<file path="config.mk">
export PLATFORM = sky130hd
export DESIGN_NAME = coef_update_rx
export DESIGN_NICKNAME = d
export VERILOG_FILES = /design/src/rtl/coef_update_pkg.sv /design/src/rtl/coef_fifo.sv /design/src/rtl/coef_update_rx.sv
export SDC_FILE = /design/constraint.sdc
export NUM_CORES = 1
export LEC_CHECK = 0
export CAP_MARGIN = 20
export CORE_UTILIZATION = 29
export CTS_BUF_LIST = sky130_fd_sc_hd__clkbuf_4
export CTS_CLUSTER_DIAMETER = 40
export CTS_CLUSTER_SIZE = 20
export DETAILED_ROUTE_END_ITERATION = 7
export GPL_TIMING_DRIVEN = 0
export PLACE_DENSITY = 0.45
export SLEW_MARGIN = 20
export SYNTH_ARGS = -nofsm -noshare
export SYNTH_HDL_FRONTEND = slang
export SYNTH_SLANG_ARGS = --single-unit
</file>
<file path="constraint.sdc">
create_clock -name clk_clk -period 6.6 [get_ports clk_clk]
set_clock_uncertainty 0.1 [all_clocks]
set_input_delay 1.32 -clock clk_clk [delete_from_list [all_inputs] [get_ports clk_clk]]
set_output_delay 1.32 -clock clk_clk [all_outputs]
set_load 0.01 [all_outputs]
</file>
<file path="src/rtl/coef_update_pkg.sv">
`default_nettype none
// ============================================================================
// Package : coef_update_pkg
// Desc    : Shared field positions, encodings and FIFO entry type for the
//           coefficient-update protocol.
// Rev     : 1.0  initial release
// ============================================================================
package coef_update_pkg;

    localparam int CTL_W        = 9;
    localparam int CTL_TOG_BIT  = 8;
    localparam int CTL_AXIS_LSB = 6;
    localparam int CTL_BANK_LSB = 4;
    localparam int CTL_TAP_LSB  = 0;
    localparam int CTL_TAP_BITS = 4;

    localparam logic [1:0] AXIS_X   = 2'd0;
    localparam logic [1:0] AXIS_Y   = 2'd1;
    localparam logic [1:0] AXIS_Z   = 2'd2;
    localparam logic [1:0] AXIS_CMD = 2'd3;

    localparam logic [3:0] CMD_CLEAR_TAP = 4'd15;

    localparam int STAT_OVF_BIT  = 7;
    localparam int STAT_ERR_BIT  = 6;
    localparam int STAT_LVL_LSB  = 1;
    localparam int STAT_BUSY_BIT = 0;

    typedef struct packed {
        logic [1:0]  axis;
        logic [1:0]  bank;
        logic [3:0]  tap;
        logic [15:0] data;
    } coef_entry_t;

    function automatic logic [2:0] sat_level(input int unsigned lvl);
        return (lvl > 7) ? 3'd7 : lvl[2:0];
    endfunction

endpackage
`default_nettype wire

</file>
<file path="src/rtl/coef_fifo.sv">
`default_nettype none
// ============================================================================
// Module  : coef_fifo
// Desc    : Show-ahead FIFO with full/empty/level and simultaneous push/pop.
// Rev     : 1.0  initial release
// ============================================================================
module coef_fifo #(
    parameter int DEPTH = 4,
    parameter int WIDTH = 24,
    localparam int AW   = (DEPTH > 1) ? $clog2(DEPTH) : 1
) (
    input  logic             clk,
    input  logic             rst,
    input  logic             push_i,
    input  logic [WIDTH-1:0] push_data_i,
    input  logic             pop_i,
    output logic [WIDTH-1:0] head_o,
    output logic             full_o,
    output logic             empty_o,
    output logic [AW:0]      level_o
);

    logic [WIDTH-1:0] mem_q [DEPTH];
    logic [AW-1:0]    wr_ptr_q;
    logic [AW-1:0]    rd_ptr_q;
    logic [AW:0]      cnt_q;
    logic             w_do_push;
    logic             w_do_pop;

    assign empty_o = (cnt_q == '0);
    assign full_o  = (cnt_q == (AW+1)'(DEPTH));
    assign level_o = cnt_q;
    assign head_o  = mem_q[rd_ptr_q];

    // A pop in the same cycle frees the slot, so a push into a full FIFO is legal then.
    assign w_do_pop  = pop_i && !empty_o;
    assign w_do_push = push_i && (!full_o || w_do_pop);

    always_ff @(posedge clk) begin
        if (w_do_push) begin
            mem_q[wr_ptr_q] <= push_data_i;
        end
    end

    always_ff @(posedge clk or posedge rst) begin
        if (rst) begin
            wr_ptr_q <= '0;
            rd_ptr_q <= '0;
            cnt_q    <= '0;
        end else begin
            if (w_do_push) begin
                wr_ptr_q <= wr_ptr_q + 1'b1;
            end
            if (w_do_pop) begin
                rd_ptr_q <= rd_ptr_q + 1'b1;
            end
            if (w_do_push && !w_do_pop) begin
                cnt_q <= cnt_q + 1'b1;
            end else if (!w_do_push && w_do_pop) begin
                cnt_q <= cnt_q - 1'b1;
            end
        end
    end

endmodule
`default_nettype wire

</file>
<file path="src/rtl/coef_update_rx.sv">
`default_nettype none
// ============================================================================
// Module  : coef_update_rx
// Desc    : Receives toggle-strobed coefficient updates from the CPU PIO,
//           queues them and issues valid/ready writes to the coefficient stores.
// Rev     : 1.0  initial release
// ============================================================================
module coef_update_rx
    import coef_update_pkg::*;
#(
    parameter int FIFO_DEPTH = 4,
    parameter int DATA_W     = 16,
    parameter int TAP_W      = 4
) (
    input  logic              clk_clk,
    input  logic              reset_reset,
    input  logic [8:0]        update_control,
    input  logic [DATA_W-1:0] update_value,
    output logic              coef_wr_valid,
    input  logic              coef_wr_ready,
    output logic [1:0]        coef_wr_axis,
    output logic [1:0]        coef_wr_bank,
    output logic [TAP_W-1:0]  coef_wr_tap,
    output logic [DATA_W-1:0] coef_wr_data,
    output logic [7:0]        status
);

    localparam int ENT_W = 4 + TAP_W + DATA_W;
    localparam int AW    = $clog2(FIFO_DEPTH);

    logic [CTL_W-1:0]  ctl_q;
    logic [DATA_W-1:0] val_q;
    logic              tog_ref_q;
    logic              primed_q;
    logic              ovf_q, ovf_d;
    logic              err_q, err_d;
    logic [7:0]        status_q, status_d;

    logic              w_event;
    logic [1:0]        w_axis;
    logic [1:0]        w_bank;
    logic [3:0]        w_tap;
    logic              w_is_cmd;
    logic              w_push_req;
    logic              w_clear;
    logic              w_err_set;
    logic              w_ovf_set;
    logic              w_pop;
    logic [ENT_W-1:0]  w_push_data;
    logic [ENT_W-1:0]  w_head;
    logic              w_full;
    logic              w_empty;
    logic [AW:0]       w_level;

    // Sampling runs through reset so priming compares against a settled input.
    always_ff @(posedge clk_clk) begin
        ctl_q <= update_control;
        val_q <= update_value;
    end

    assign w_axis   = ctl_q[CTL_AXIS_LSB +: 2];
    assign w_bank   = ctl_q[CTL_BANK_LSB +: 2];
    assign w_tap    = ctl_q[CTL_TAP_LSB +: CTL_TAP_BITS];
    assign w_event  = primed_q && (ctl_q[CTL_TOG_BIT] != tog_ref_q);
    assign w_is_cmd = (w_axis == AXIS_CMD);

    assign w_push_req  = w_event && !w_is_cmd;
    assign w_clear     = w_event && w_is_cmd && (w_tap == CMD_CLEAR_TAP);
    assign w_err_set   = w_event && w_is_cmd && (w_tap != CMD_CLEAR_TAP);
    assign w_pop       = !w_empty && coef_wr_ready;
    assign w_ovf_set   = w_push_req && w_full && !w_pop;
    assign w_push_data = {w_axis, w_bank, TAP_W'(w_tap), val_q};

    coef_fifo #(
        .DEPTH (FIFO_DEPTH),
        .WIDTH (ENT_W)
    ) u_fifo (
        .clk         (clk_clk),
        .rst         (reset_reset),
        .push_i      (w_push_req),
        .push_data_i (w_push_data),
        .pop_i       (w_pop),
        .head_o      (w_head),
        .full_o      (w_full),
        .empty_o     (w_empty),
        .level_o     (w_level)
    );

    always_comb begin
        ovf_d = w_clear ? 1'b0 : (ovf_q | w_ovf_set);
        err_d = w_clear ? 1'b0 : (err_q | w_err_set);

        status_d                                = 8'h00;
        status_d[STAT_OVF_BIT]                  = ovf_q;
        status_d[STAT_ERR_BIT]                  = err_q;
        status_d[STAT_LVL_LSB +: 3]             = sat_level(32'(w_level));
        status_d[STAT_BUSY_BIT]                 = !w_empty;
    end

    always_ff @(posedge clk_clk or posedge reset_reset) begin
        if (reset_reset) begin
            tog_ref_q <= 1'b0;
            primed_q  <= 1'b0;
            ovf_q     <= 1'b0;
            err_q     <= 1'b0;
            status_q  <= 8'h00;
        end else begin
            tog_ref_q <= ctl_q[CTL_TOG_BIT];
            primed_q  <= 1'b1;
            ovf_q     <= ovf_d;
            err_q     <= err_d;
            status_q  <= status_d;
        end
    end

    // Stale RAM contents are masked so an idle port reads as all zeros.
    assign coef_wr_valid = !w_empty;
    assign coef_wr_axis  = w_empty ? 2'b00 : w_head[ENT_W-1 -: 2];
    assign coef_wr_bank  = w_empty ? 2'b00 : w_head[ENT_W-3 -: 2];
    assign coef_wr_tap   = w_empty ? '0    : w_head[DATA_W +: TAP_W];
    assign coef_wr_data  = w_empty ? '0    : w_head[DATA_W-1:0];
    assign status        = status_q;

endmodule
`default_nettype wire

</file>
==> results.ini, run 1 <==
[outcome]
status=complete, no violations

[finish]
inv_count=5
nets=349
lay_top_count=edfxtp_1
combAreaFraction_pct=16.8
flops=138
mostFrequentLayoutCells=edfxtp_1 (96), clkdlybuf4s50_1 (58), dfxtp_1 (25)
n_antenna_cell=0
largest_register=u_fifo.mem_q
clock_tree_area_fraction_pct=4.26
fin_cells=548
comb_cells=84
logic_area_um2=1010
syn2layout_area_growth_pct=22.8
dominant_cells=sequential cells
buffer_area_share_pct=10.7
utilization_pct=36.4
largest_reg_flops=96
regArea_um2=3810
design_area_um2=6020

[logic_synthesis]
yosysWarnings=0
ys_async_sr_fraction_pct=12.3
synth_top_area_share_pct=58.8
top_cell=edfxtp_1
synth_seq_share_pct=77.7
logic_family=multiplexers
synth_adder_area_share_pct=1.68
postSynthAreaPerCell_um2=20.7
synthCells=237
xor_area_share_pct=1.43
mux_area_share_pct=11.6
yosys_area_um2=4900
synth.distinct_cells=27
numSynthFlops=138
top_area_cell=edfxtp_1
synth_area_um2=4900
ys_cells=237
simple_gate_share_pct=4.85
synth-compound-area-share_pct=0.919
area_leaders=edfxtp_1 (59%), mux4_2 (11%), dfxtp_1 (10%)
synth-edff-count=96

[pwr]
p_int_w=0.00172
p_switching_w=0.000666
ir_worst_vdd_mv=0.210
p_sw_share_pct=27.9
p_leak_nw=2.05
seq_cell_power_w=0.00108
seq_power_share_pct=45.3
power.group.top=registers
finalPower_w=0.00239
p_clk_w=0.000503

[worst_setup_path]
timing.setup.critical_path_class=reg -> out
r2r_setup_slack_ps=4100
r2r-end=u_fifo.level_o[2]$_DFFE_PP0P_
crit_top_cell=clkbuf_1
crit_start=u_fifo.level_o[0]$_DFFE_PP0P_
critPathCaptureType=output pin
worst-path-stages=5
crit_family=buffers and inverters
crit_path_cell_trace=or3_1 > clkbuf_1 > clkbuf_1 > and2_1 > clkdlybuf4s50_1
critPathBufInv=3
endpoint=coef_wr_tap[1]
cp.required_ps=5180
crit_fanout=11
cp.arrival_ps=2690
critPathLaunchType=register
r2r_cells=8
slowest_stage=clkdlybuf4s50_1
max_stage_delay_ps=540

[detailed_routing]
drtPass1Iterations=4
drc=0
top_layer=met4
m1WireLength_mm=4.03
ant_nets=0
via_per_inst=4.17
drt_iter0_markers=111

[grt]
grt_util_met2_pct=16.6
grt_pass1_vias=2416
grt_start_max_net_pins=25
antenna_found_initial=0
gr-total-overflow=0
grt_pass1_wl_mm=13.7
grt.busiest_layer=met2

[timing]
hold_ws_ps=295
period_needed_ps=4110
fmax_mhz=243
setup-tns-final_ps=0
drv_slew=0
setup_violations=0
fin_ws_ps=2490
hold_viol=0
tightestPinTransition_ps=725
rsz0062_at_grt=no

[clock_tree]
cts_tree=done
cts_buffer_depth=2
cts_hold_buf=0
cts-buffers-inserted=17
cts.sinks=138
post_cts_buffers=0
cts_resized=0

[placed_design]
place_area_um2=5760
place.gp.congestion=0.654
dp_hpwl_mm=5.18
pre_cts_slack_ps=2740
port_buffers=58

[run]
warnings=29
max-cap-violations=0

[floorplan]
dieArea_um2=17400
fp_util_pct=29.7
taps=220
die_h_um=132
rows=47
die_w_um=132
pin_count=61

[min_path]
min-delay-start=ctl_q[8]$_DFF_P_
whs_path_depth=0
worstHoldEndpoint=tog_ref_q$_DFF_PP0_
min_path_type=reg -> reg

Fig. 1: run 1, cell placement
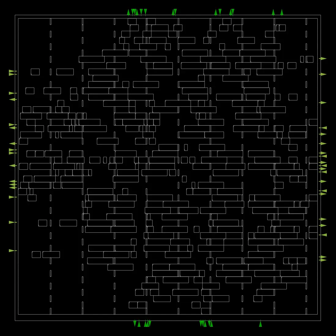
# fillers: 1533
Placeable Area: 16500 µm²
Seq/total area: 63.3%

Fig. 2: run 1, signal metal coverage by tile
(3 px per µm) 26 x 26 tiles, from dark blue (low) to red (high), scaled to the fullest tile. Values are wire area over tile area, all layers added.
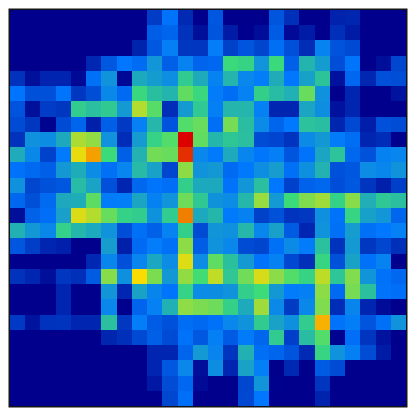
mean over tiles = 0.078
fullest tile = 0.36
emptiest ninth of the die = lower left
tiles over half the peak = 7.8%
densest ninth of the die = center
Vias: 2286
routed len/inst: 15.8 µm

Fig. 3: run 1, wiring by layer
(3 px per µm) Only two layers are drawn.
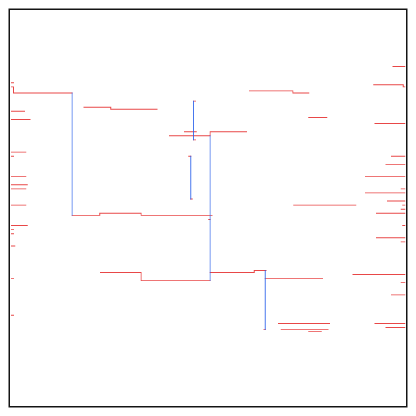
blue -> met4  # wire length 136 µm
red -> met3  # wire length 468 µm
drt total wl: 8.67 mm
All-Layer GR Usage: 11.1%

==> run 2: changes to the inputs <==
PLACE_DENSITY = 0.47   (was 0.45)
clock period = 3.44 ns   (was 6.6 ns; I/O delays follow)
Fig. 4: run 2, signal metal coverage by tile
(3 px per µm) 26 x 26 tiles, from dark blue (low) to red (high), scaled to the fullest tile. Values are wire area over tile area, all layers added.
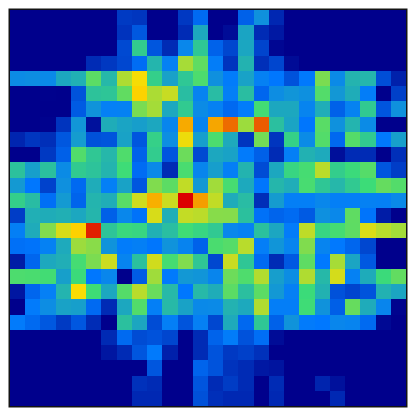
densest ninth of the die = center
tiles over half the peak = 15%
mean over tiles = 0.078
Vias: 2251
routed len/inst: 15.8 µm
All-Layer GR Usage: 11.0%
drt total wl: 8.66 mm

Fig. 5: run 2, wiring by layer
(3 px per µm) Only two layers are drawn.
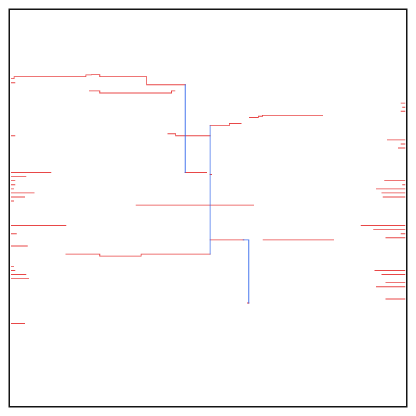
red -> met3  # wire length 468 µm
blue -> met4  # wire length 95.0 µm

==> run 2 against run 1 <==
Effect of this change: setup slack worse by 2300 ps; register-to-register slack got worse by 3200 ps; cell count shrank 0.18%; synthesized area stayed put; clock-buffer cell count is the same; critical path depth unchanged; total power increased by 99%.
==> results.ini, run 2 <==
[timing]
fmax_mhz=309
drv_slew=0  ; unchanged
period_needed_ps=3230
rsz0062_at_grt=no
tightestPinTransition_ps=728  ; +3.03 ps
min_period_over_period_pct=94.0
hold_viol=0  ; unchanged
setup_violations=0  ; unchanged
fin_ws_ps=205  ; -2290 ps
hold_ws_ps=290  ; -5.06 ps
setup-tns-final_ps=0  ; unchanged

[placed_design]
place.gp.congestion=0.651  ; -0.47%
port_buffers=58  ; unchanged
dp_hpwl_mm=5.15  ; -0.50%
place_area_um2=5760  ; unchanged
pre_cts_slack_ps=202  ; -2540 ps

[worst_setup_path]
critPathCaptureType=output pin
r2r_setup_slack_ps=920  ; -3180 ps
crit_start=u_fifo.rd_ptr_q[0]$_DFFE_PP0P_
worst-path-stages=5  ; unchanged
timing.setup.critical_path_class=reg -> out
crit_path_cell_trace=buf_6 > buf_6 > mux4_2 > and2_1 > clkdlybuf4s50_1
r2r-end=u_fifo.level_o[2]$_DFFE_PP0P_
slowest_stage=mux4_2
cp.required_ps=2650  ; -2530 ps
critPathBufInv=3  ; unchanged
cp.arrival_ps=2450  ; -240 ps
crit_top_cell=buf_6
crit_family=buffers and inverters
crit_fanout=10  ; -1
r2r_cells=8  ; unchanged
critPathLaunchType=register
max_stage_delay_ps=500  ; -40 ps
endpoint=coef_wr_axis[0]

[detailed_routing]
top_layer=met4
via_per_inst=4.12  ; -1.4%
drtPass1Iterations=4  ; unchanged
drt_iter0_markers=118  ; +6.3%
ant_nets=0  ; unchanged
met2WireLength_mm=4.13
drc=0  ; unchanged
m1WireLength_mm=3.97  ; -1.3%

[finish]
buffer_area_share_pct=10.7  ; about the same
logic_area_um2=1020  ; +0.49%
layout-drive-gt1-share_pct=21.2
regArea_um2=3810  ; unchanged
fin_cells=547  ; -0.18%
largest_reg_flops=96  ; unchanged
nets=347  ; -0.57%
largest_register=u_fifo.mem_q
n_antenna_cell=1  ; +1
syn2layout_area_growth_pct=24.0
mostFrequentLayoutCells=edfxtp_1 (96), clkdlybuf4s50_1 (58), dfxtp_1 (25)
utilization_pct=36.8  ; +0.37 points
n_fill_cell=1550  ; +1.1%
combAreaFraction_pct=16.7  ; -0.087 points
clock_tree_area_fraction_pct=5.00  ; +0.74 points
design_area_um2=6080  ; +1.0%
comb_cells=84  ; unchanged
inv_count=5  ; unchanged
flops=138  ; unchanged
dominant_cells=sequential cells
seq_share_pct=62.6  ; -0.64 points
lay_top_count=edfxtp_1

[min_path]
whs_path_depth=0  ; unchanged
worstHoldEndpoint=tog_ref_q$_DFF_PP0_
min_path_type=reg -> reg
min-delay-start=ctl_q[8]$_DFF_P_

[logic_synthesis]
synth-edff-count=96  ; unchanged
mux_area_share_pct=11.6  ; unchanged
synth_area_um2=4900  ; unchanged
ys_async_sr_fraction_pct=12.3  ; unchanged
logic_family=multiplexers
synth.distinct_cells=27  ; unchanged
yosysWarnings=0  ; unchanged
numSynthFlops=138  ; unchanged
xor_area_share_pct=1.43  ; unchanged
synth_seq_share_pct=77.7  ; unchanged
yosys_area_um2=4900  ; unchanged
simple_gate_share_pct=4.85  ; unchanged
synth-compound-area-share_pct=0.919  ; unchanged
synthCells=237  ; unchanged
area_leaders=edfxtp_1 (59%), mux4_2 (11%), dfxtp_1 (10%)
synth_top_area_share_pct=58.8  ; unchanged
top_area_cell=edfxtp_1
postSynthAreaPerCell_um2=20.7  ; unchanged
top_cells_by_count=edfxtp_1 (96), dfxtp_1 (25), and2_1 (24), mux4_2 (24), dfrtp_1 (17)
synth_adder_area_share_pct=1.68  ; unchanged
top_cell=edfxtp_1
ys_cells=237  ; unchanged

[clock_tree]
cts-root-buf=clkbuf_4
cts_resized=4  ; +4
cts_tree=done
cts.sinks=138  ; unchanged
post_cts_buffers=0  ; unchanged
cts_hold_buf=0  ; unchanged
cts-buffers-inserted=17  ; unchanged
cts_buffer_depth=2  ; unchanged

[pwr]
seq_cell_power_w=0.00209  ; +94%
power.group.top=registers
p_switching_w=0.00129  ; +93%
seq_power_share_pct=43.9  ; -1.4 points
finalPower_w=0.00475  ; +99%
p_sw_share_pct=27.1  ; -0.83 points
p_clk_w=0.00112  ; +120%
p_int_w=0.00347  ; +100%
p_leak_nw=2.08  ; +1.5%
ir_worst_vdd_mv=0.278  ; +32%

[floorplan]
die_h_um=132  ; unchanged
pin_count=61  ; unchanged
core_um2=16500  ; unchanged
taps=220  ; unchanged
die_w_um=132  ; unchanged
fp_util_pct=29.7  ; unchanged
dieArea_um2=17400  ; unchanged
rows=47  ; unchanged

[run]
warnings=29  ; unchanged
max-cap-violations=0  ; unchanged

[grt]
grt_util_met2_pct=16.9  ; +0.29 points
grt.busiest_layer=met2
gr-total-overflow=0  ; unchanged
met1_usage_pct=13.4
grt_pass1_wl_mm=13.6  ; -0.76%
gr-usage-met3_pct=4.65
antenna_found_initial=1  ; +1
grt_pass1_vias=2431  ; +0.62%
grt_start_max_net_pins=25  ; unchanged

[outcome]
status=complete, no violations

==> run 3: changes to the inputs <==
DONT_BUFFER_PORTS = 1   (was unset)
PLACE_DENSITY = 0.42   (was 0.47)
==> run 3 against run 2 <==
Effect of this change: clock power increased by about 20%; sequential power about the same; cell count decreased by 9.0%; clock-buffer cell count decreased by 2; hold slack got worse by 210 ps.
==> results.ini, run 3 <==
[outcome]
status=complete, no violations

[timing]
hold_ws_ps=75.5  ; -215 ps
fmax_mhz=332  ; +7.5%
rsz0062_at_grt=no
setup_violations=0  ; unchanged
min_period_over_period_pct=87.5  ; -6.6 points
fin_ws_ps=431  ; +226 ps
drv_slew=0  ; unchanged
hold_viol=0  ; unchanged
period_needed_ps=3010  ; -226 ps
setup-tns-final_ps=0  ; unchanged

[worst_setup_path]
crit_family=buffers and inverters
cp.required_ps=2650  ; about the same
r2r-end=u_fifo.level_o[2]$_DFFE_PP0P_
crit_start=u_fifo.level_o[0]$_DFFE_PP0P_
r2r_cells=9  ; +1
crit_fanout=11  ; +1
critPathBufInv=2  ; -1
endpoint=coef_wr_tap[1]
max_stage_delay_ps=490  ; about the same
critPathCaptureType=output pin
worst-path-stages=4  ; -1
r2r_setup_slack_ps=890  ; -30 ps
critPathLaunchType=register
timing.setup.critical_path_class=reg -> out
slowest_stage=dfrtp_1
cp.arrival_ps=2220  ; -230 ps

[logic_synthesis]
numSynthFlops=138  ; unchanged
synth_seq_share_pct=77.7  ; unchanged
xor_area_share_pct=1.43  ; unchanged
synth_adder_area_share_pct=1.68  ; unchanged
synthCells=237  ; unchanged
top_cell=edfxtp_1
synth-compound-area-share_pct=0.919  ; unchanged
yosys_area_um2=4900  ; unchanged
area_leaders=edfxtp_1 (59%), mux4_2 (11%), dfxtp_1 (10%)
mux_area_share_pct=11.6  ; unchanged
synth_top_area_share_pct=58.8  ; unchanged
yosysWarnings=0  ; unchanged
top_area_cell=edfxtp_1
synth-edff-count=96  ; unchanged
ys_cells=237  ; unchanged
synth_area_um2=4900  ; unchanged
postSynthAreaPerCell_um2=20.7  ; unchanged
top_cells_by_count=edfxtp_1 (96), dfxtp_1 (25), and2_1 (24), mux4_2 (24), dfrtp_1 (17)
ys_async_sr_fraction_pct=12.3  ; unchanged
simple_gate_share_pct=4.85  ; unchanged
logic_family=multiplexers

[grt]
met1_usage_pct=14.7  ; +1.3 points
grt_pass1_wl_mm=13.8  ; +1.6%
grt.busiest_layer=met2
grt_pass1_vias=2291  ; -5.8%
grt_util_met2_pct=16.1  ; -0.79 points
gr-usage-met3_pct=4.54  ; -0.12 points
gr-total-overflow=0  ; unchanged

[detailed_routing]
drtPass1Iterations=4  ; unchanged
ant_nets=0  ; unchanged
top_layer=met4
m1WireLength_mm=4.16  ; +4.8%
drc=0  ; unchanged
drt_iter0_markers=94  ; -20%
via_per_inst=4.20  ; +2.1%

[pwr]
seq_power_share_pct=46.8  ; +2.9 points
power.group.top=registers
p_leak_nw=1.90  ; -8.7%
p_int_w=0.00319  ; -7.9%
p_clk_w=0.00129  ; +20%
finalPower_w=0.00447  ; -6.0%
ir_worst_vdd_mv=0.316  ; +14%
seq_cell_power_w=0.00209  ; about the same
p_switching_w=0.00127  ; -0.83%
p_sw_share_pct=28.5  ; +1.5 points

[placed_design]
dp_hpwl_mm=5.21  ; +1.1%
pre_cts_slack_ps=727  ; +524 ps

[finish]
nets=298  ; -14%
n_clock_buffer=18
flops=138  ; unchanged
inv_count=5  ; unchanged
n_fill_cell=1574  ; +1.5%
largest_reg_flops=96  ; unchanged
design_area_um2=5620  ; -7.6%
dominant_cells=sequential cells
combAreaFraction_pct=18.0  ; +1.3 points
mostFrequentLayoutCells=edfxtp_1 (96), dfxtp_1 (25), mux4_2 (24), and2_1 (24), clkbuf_4 (18)
utilization_pct=34.0  ; -2.8 points
syn2layout_area_growth_pct=14.5
largest_register=u_fifo.mem_q
lay_top_count=edfxtp_1
comb_cells=84  ; unchanged
clock_tree_area_fraction_pct=6.42  ; +1.4 points
regArea_um2=3810  ; unchanged

[min_path]
min-delay-start=update_value[12]
worstHoldEndpoint=val_q[12]$_DFF_P_
min_path_type=in -> reg
whs_path_depth=0  ; unchanged

[floorplan]
die_w_um=132  ; unchanged
pin_count=61  ; unchanged
fp_util_pct=29.7  ; unchanged
rows=47  ; unchanged
core_um2=16500  ; unchanged
die_h_um=132  ; unchanged

[clock_tree]
cts-root-buf=clkbuf_4
cts.sinks=138  ; unchanged
cts_tree=done
cts_buffer_depth=2  ; unchanged
cts-buffers-inserted=17  ; unchanged
cts_hold_buf=1  ; +1
post_cts_buffers=0  ; unchanged
cts_resized=0  ; -4

[run]
warnings=29  ; unchanged
max-cap-violations=0  ; unchanged

Fig. 6: run 3, signal metal coverage by tile
(3 px per µm) 26 x 26 tiles, from dark blue (low) to red (high), scaled to the fullest tile. Values are wire area over tile area, all layers added.
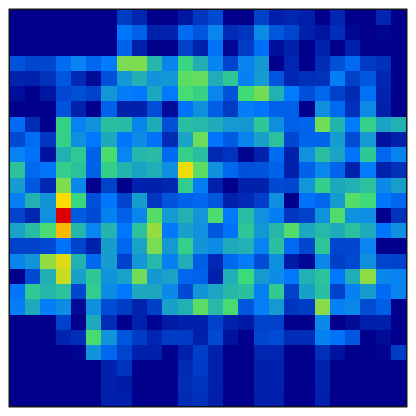
mean over tiles = 0.079
emptiest ninth of the die = lower right
nearly empty tiles = 22%
fullest tile = 0.41
tiles over half the peak = 4.9%
Vias: 2093
All-Layer GR Usage: 11.2%
routed len/inst: 17.7 µm

Fig. 7: run 3, wiring by layer
(3 px per µm) Only two layers are drawn.
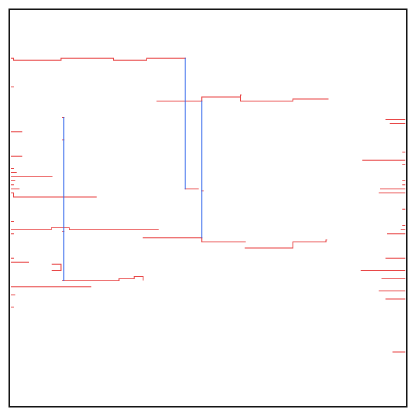
red -> met3  # wire length 475 µm
blue -> met4  # wire length 144 µm
drt total wl: 8.82 mm

No activity file was given, so power comes from the tool's default toggle rates.
